==> images/layers.png <==
Bar = 100 um.
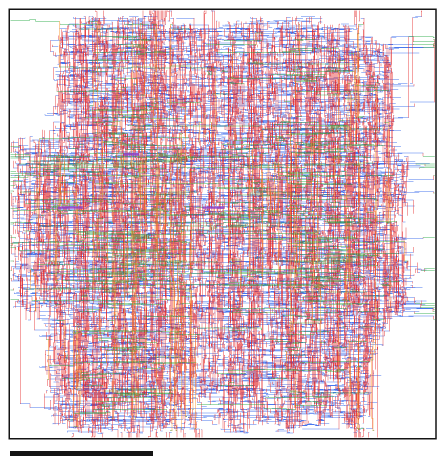
==> images/placed.png <==
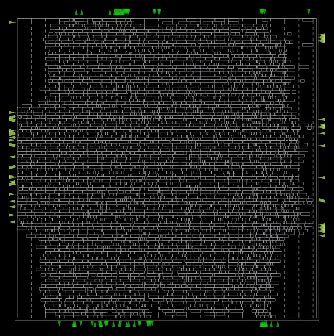
$ cat src/rtl/range_match_pkg.sv
// rtl/range_match_pkg.sv - shared sizes, tree-index helpers and cfg_sel encodings for the range matcher
package range_match_pkg;

  localparam int DEPTH_DEFAULT = 4;
  localparam int NUM_NODES     = (1 << DEPTH_DEFAULT) - 1;
  localparam int NUM_LEAVES    = 1 << DEPTH_DEFAULT;

  typedef enum logic {
    CFG_BOUND = 1'b0,
    CFG_RIDS  = 1'b1
  } cfg_sel_e;

  function automatic int num_nodes(input int depth);
    return (1 << depth) - 1;
  endfunction

  function automatic int level_base(input int l);
    return (1 << l) - 1;
  endfunction

  function automatic int child(input int n, input logic dir);
    return 2 * n + 1 + int'(dir);
  endfunction

endpackage

$ cat src/rtl/range_match_tree_pe.sv
// rtl/range_match_tree_pe.sv - unsigned boundary comparator; equality steers right
module range_match_tree_pe #(
  parameter int DATA_WIDTH = 32
) (
  input  logic [DATA_WIDTH-1:0] i_data,
  input  logic [DATA_WIDTH-1:0] i_bound,
  output logic                  o_right
);

  assign o_right = !(i_data < i_bound);

endmodule

$ cat src/rtl/range_match_tree_pipe_stage.sv
// rtl/range_match_tree_pipe_stage.sv - one tree level: compare, append path bit, register under enable
module range_match_stage #(
  parameter int DATA_WIDTH = 32,
  parameter int DEPTH      = 4,
  parameter int LEVEL      = 0
) (
  input  logic                  i_clk,
  input  logic                  i_rst_n,
  input  logic                  i_en,
  input  logic                  i_valid,
  input  logic [DATA_WIDTH-1:0] i_data,
  input  logic [DEPTH-1:0]      i_path,
  input  logic [DATA_WIDTH-1:0] i_bound,
  output logic                  o_valid,
  output logic [DATA_WIDTH-1:0] o_data,
  output logic [DEPTH-1:0]      o_path
);

  logic                  w_right;
  logic                  r_valid;
  logic [DATA_WIDTH-1:0] r_data;
  logic [DEPTH-1:0]      r_path;

  range_match_tree_pe #(.DATA_WIDTH(DATA_WIDTH)) u_pe (
    .i_data (i_data),
    .i_bound(i_bound),
    .o_right(w_right)
  );

  // Path is built MSB-first so the root decision lands in the leaf index MSB.
  always_ff @(posedge i_clk or negedge i_rst_n) begin
    if (!i_rst_n) begin
      r_valid <= 1'b0;
      r_data  <= '0;
      r_path  <= '0;
    end else if (i_en) begin
      r_valid <= i_valid;
      r_data  <= i_data;
      r_path  <= i_path | (DEPTH'(w_right) << (DEPTH - 1 - LEVEL));
    end
  end

  assign o_valid = r_valid;
  assign o_data  = r_data;
  assign o_path  = r_path;

endmodule

$ cat src/rtl/range_match_tree_pipe.sv
// rtl/range_match_tree_pipe.sv - pipelined binary-search range matcher with runtime boundary/RIDS tables
module range_match_tree_pipe
  import range_match_pkg::*;
#(
  parameter  int DATA_WIDTH = 32,
  parameter  int DEPTH      = 4,
  parameter  int RIDS_WIDTH = 32,
  localparam int CFG_WIDTH  = (DATA_WIDTH > RIDS_WIDTH) ? DATA_WIDTH : RIDS_WIDTH
) (
  input  logic                  clk,
  input  logic                  reset,
  input  logic                  in_valid,
  output logic                  in_ready,
  input  logic [DATA_WIDTH-1:0] in_data,
  output logic                  out_valid,
  input  logic                  out_ready,
  output logic [RIDS_WIDTH-1:0] out_rids,
  output logic [DEPTH-1:0]      out_leaf,
  input  logic                  cfg_we,
  input  logic                  cfg_sel,
  input  logic [DEPTH-1:0]      cfg_addr,
  input  logic [CFG_WIDTH-1:0]  cfg_wdata
);

  localparam int N_NODES  = num_nodes(DEPTH);
  localparam int N_LEAVES = 1 << DEPTH;

  logic [DATA_WIDTH-1:0] r_bound [N_NODES];
  logic [RIDS_WIDTH-1:0] r_rids  [N_LEAVES];

  logic                  w_en;
  logic                  w_valid [DEPTH+1];
  logic [DATA_WIDTH-1:0] w_data  [DEPTH+1];
  logic [DEPTH-1:0]      w_path  [DEPTH+1];

  logic                  r_out_valid;
  logic [DEPTH-1:0]      r_out_leaf;
  logic [RIDS_WIDTH-1:0] r_out_rids;

  assign w_en      = !r_out_valid || out_ready;
  assign in_ready  = w_en;
  assign w_valid[0] = in_valid;
  assign w_data[0]  = in_data;
  assign w_path[0]  = '0;

  // Stage l only has its top l path bits set; shifting them down gives the in-level offset.
  for (genvar l = 0; l < DEPTH; l++) begin : g_stage
    logic [DEPTH-1:0] w_node;
    assign w_node = DEPTH'(level_base(l)) + (w_path[l] >> (DEPTH - l));

    range_match_stage #(
      .DATA_WIDTH(DATA_WIDTH),
      .DEPTH     (DEPTH),
      .LEVEL     (l)
    ) u_stage (
      .i_clk  (clk),
      .i_rst_n(reset),
      .i_en   (w_en),
      .i_valid(w_valid[l]),
      .i_data (w_data[l]),
      .i_path (w_path[l]),
      .i_bound(r_bound[w_node]),
      .o_valid(w_valid[l+1]),
      .o_data (w_data[l+1]),
      .o_path (w_path[l+1])
    );
  end

  always_ff @(posedge clk or negedge reset) begin
    if (!reset) begin
      r_out_valid <= 1'b0;
      r_out_leaf  <= '0;
      r_out_rids  <= '0;
    end else if (w_en) begin
      r_out_valid <= w_valid[DEPTH];
      r_out_leaf  <= w_path[DEPTH];
      r_out_rids  <= r_rids[w_path[DEPTH]];
    end
  end

  // Table writes ignore back-pressure; lookups in the write cycle still see the old entry.
  always_ff @(posedge clk or negedge reset) begin
    if (!reset) begin
      for (int i = 0; i < N_NODES; i++) r_bound[i] <= '0;
      for (int i = 0; i < N_LEAVES; i++) r_rids[i] <= '0;
    end else if (cfg_we) begin
      if (cfg_sel == CFG_RIDS) begin
        r_rids[cfg_addr] <= cfg_wdata[RIDS_WIDTH-1:0];
      end else if (int'(cfg_addr) < N_NODES) begin
        r_bound[cfg_addr] <= cfg_wdata[DATA_WIDTH-1:0];
      end
    end
  end

  assign out_valid = r_out_valid;
  assign out_leaf  = r_out_leaf;
  assign out_rids  = r_out_rids;

endmodule
$ cat config.mk
export PLATFORM = sky130hd
export DESIGN_NAME = range_match_tree_pipe
export DESIGN_NICKNAME = d
export VERILOG_FILES = /design/src/rtl/range_match_pkg.sv /design/src/rtl/range_match_tree_pe.sv /design/src/rtl/range_match_tree_pipe_stage.sv /design/src/rtl/range_match_tree_pipe.sv
export SDC_FILE = /design/constraint.sdc
export NUM_CORES = 2
export LEC_CHECK = 0
export CORE_AREA = 2 2 296 298
export CTS_CLUSTER_SIZE = 20
export DETAILED_ROUTE_END_ITERATION = 12
export DIE_AREA = 0 0 298 300
export GPL_TIMING_DRIVEN = 0
export PLACE_DENSITY = 0.84
export SYNTH_ARGS = -nofsm -noshare
export SYNTH_HDL_FRONTEND = slang
export SYNTH_SLANG_ARGS = --single-unit
$ cat constraint.sdc
create_clock -name clk -period 5.01 [get_ports clk]
set_input_delay 1.002 -clock clk [delete_from_list [all_inputs] [get_ports clk]]
set_output_delay 1.002 -clock clk [all_outputs]
set_load 0.005 [all_outputs]
==> impl_metrics.toml <==
# physical design summary
[global_route]
grt_max_degree = 167
use_met1_pct = 44.21
grt_pass1_wl_mm = 225.1
grt_pass1_vias = 36890

[run]
warning_count = 52

[synth]
synthDistinctLibCells = 52
async_reset_ff_share_pct = 100.0
syn-num-nets = 4043
ys_warn_count = 0
ys_sh_adder_pct = 2.919
ys_seq_share_pct = 52.78

[drt]
wl_met3_mm = 12.17
topRoutingLayerUsed = "met5"
first_pass_iters = 6
drtIter0Drc = 3430

[pwr]
power_top_consumer = "combinational logic"
combPwrFrac_pct = 38.6
p_per_area_mw_per_mm2 = 585.3
p_int_mw = 23.14
p_clk_mw = 9.07
ir_drop_mv = 0.3623
switchingPower_mw = 12.46
pwr-share-seq_pct = 35.9

[timing]
hold_viol = 0
fmax_mhz = 205.2

[run_status]
status = "complete, no violations"

[place]
place_congestion = 0.9048

[floorplanning]
initial_core_util_pct = 62.64
dieArea_mm2 = 0.08940
io_pins = 112

[cts]
cts-buffers-inserted = 113
clkSinkCount = 1139
clockBufferDepth = 3
ctsRootBufferMaster = "clkbuf_16"

[critical_path]
crit_path_end_kind = "flip-flop"
critPathRequiredTime_ps = 5560
critPathMaxFanout = 10

[finish]
layout.nets = 4269
syn_to_final_growth_pct = 12.63
drive_above_1_share_pct = 37.15
lay_top_count = "dfrtp_1"
stdcell_area_mm2 = 0.06082
## Picture notes: layers.png
| colour | layer | wire length |
|---|---|---|
| orange | M4 | 7,450 um |
| blue | M1 | 57.3 mm |
| green | M3 | 12,200 um |
| red | M2 | 70.0 mm |
| purple | M5 | 38.6 um |
Tot GR Track Use: 33.34%
Final Routed Wirelength: 147.0 mm

## Picture notes: placed.png
Tapcell Cnt: 1,155
Flops: 1,139
Final Core Density: 70.55%
Core ar.: 0.08621 mm^2

[cells by family (layout without fill, tap and decap cells)]
kind of cell               after synthesis  in the layout
muxes                                 1390           1390
DFF                                   1139           1139
and+or+nand+nor                        585            585
buffers and inverters                  362            681
AOI/OAI and AO/OA                      240            240
adders and majority gates              126            126
xor gates and xnor gates                 1              1
other                                    0              6
[worst max-delay path, stage by stage, from the launching register on]
cell and delay, ps:
dfrtp_1 370, buf_6 200, buf_12 190, clkinv_2 140, buf_4 250, ha_1 320, clkbuf_4 220, nor2b_1 170
clkbuf_2 210, clkbuf_1 400, a21oi_1 140, a211oi_1 490, a21oi_1 130, ha_1 320, nand2_1 70, or3_1 490
a211oi_1 280, o32ai_2 160, o41ai_4 140
[flip-flops by register name (all words and copies together), names as in the netlist]
signal,cells
out_rids,32
r_rids,512
g_stage.u_stage.o_data,96
g_stage.u_stage.o_valid,4
out_leaf,4
r_bound,480
g_stage.u_stage.o_path,10
out_valid,1
[cell type report]
| type | count | area, um^2 |
|---|---|---|
| repair buffers | 114 | 1281 |
| clock buffers | 158 | 3289 |
| flip-flops and latches | 1139 | 28500 |
| multi-input cells | 2342 | 24050 |
| clock inverters | 50 | 690.7 |
| well taps | 1155 | 1445 |
| fillers | 5638 | 25390 |
| plain buffers | 321 | 1401 |
| diodes | 6 | 15.01 |
| inverters | 38 | 143.9 |
[synth_stat cells, types with 2 or more instances]
cell	number	area, um^2
dfrtp_1	1139	28500
mux2_2	969	10910
nand2_1	403	1513
mux4_2	274	6171
clkbuf_1	194	728.2
ha_1	126	1577
mux2i_1	123	1231
nor2_1	109	409.1
a21oi_1	105	525.5
buf_2	73	365.4
buf_1	48	180.2
a211oi_1	42	315.3
inv_1	36	135.1
o21ai_0	35	175.2
mux2_1	24	270.3
nand4_1	22	137.6
a21o_1	17	127.6
nor3_1	11	55.05
nand2b_1	10	62.56
o21ai_1	10	50.05
nor2b_1	9	56.30
buf_4	8	60.06
o211ai_1	7	52.55
a2111oi_0	6	52.55
nand3_1	6	30.03
nand4b_1	3	26.28
or3_1	3	18.77
nor3b_1	2	15.01
nor4_1	2	12.51
nor4_2	2	25.02
o21a_1	2	15.01
o221ai_1	2	17.52
o31ai_1	2	15.01
[worst max-delay path by stage]
stage                                      start                           end  slack [ps]  cells after the start
floorplan           g_stage[2].u_stage.o_path[1]  g_stage[3].u_stage.o_path[0]         790                     19
CTS                 g_stage[2].u_stage.o_path[1]  g_stage[3].u_stage.o_path[0]          30                     20
detailed placement  g_stage[2].u_stage.o_path[1]  g_stage[3].u_stage.o_path[0]       -1560                     19
global route        g_stage[2].u_stage.o_path[1]  g_stage[3].u_stage.o_path[0]         -10                     20
finish              g_stage[2].u_stage.o_path[1]  g_stage[3].u_stage.o_path[0]         140                     18
global placement                           reset                    r_rids[22]      -47650                      1
[what timing repair did]
item,CTS,global route
pin swaps,1,1
endpoints found under the setup margin,3,3
resized,26,17
hold endpoints to repair,0,0
[per-stage QoR]
stage	utilization [%]	hold slack, ps
detailed placement	65.81	454.6
global route	70.53	284.9
finish	70.55	227.7
CTS	70.50	259.3
floorplan	-	430.0
global placement	65.56	446.2
Power figures rest on the tool's default switching activity, not on a simulated workload.
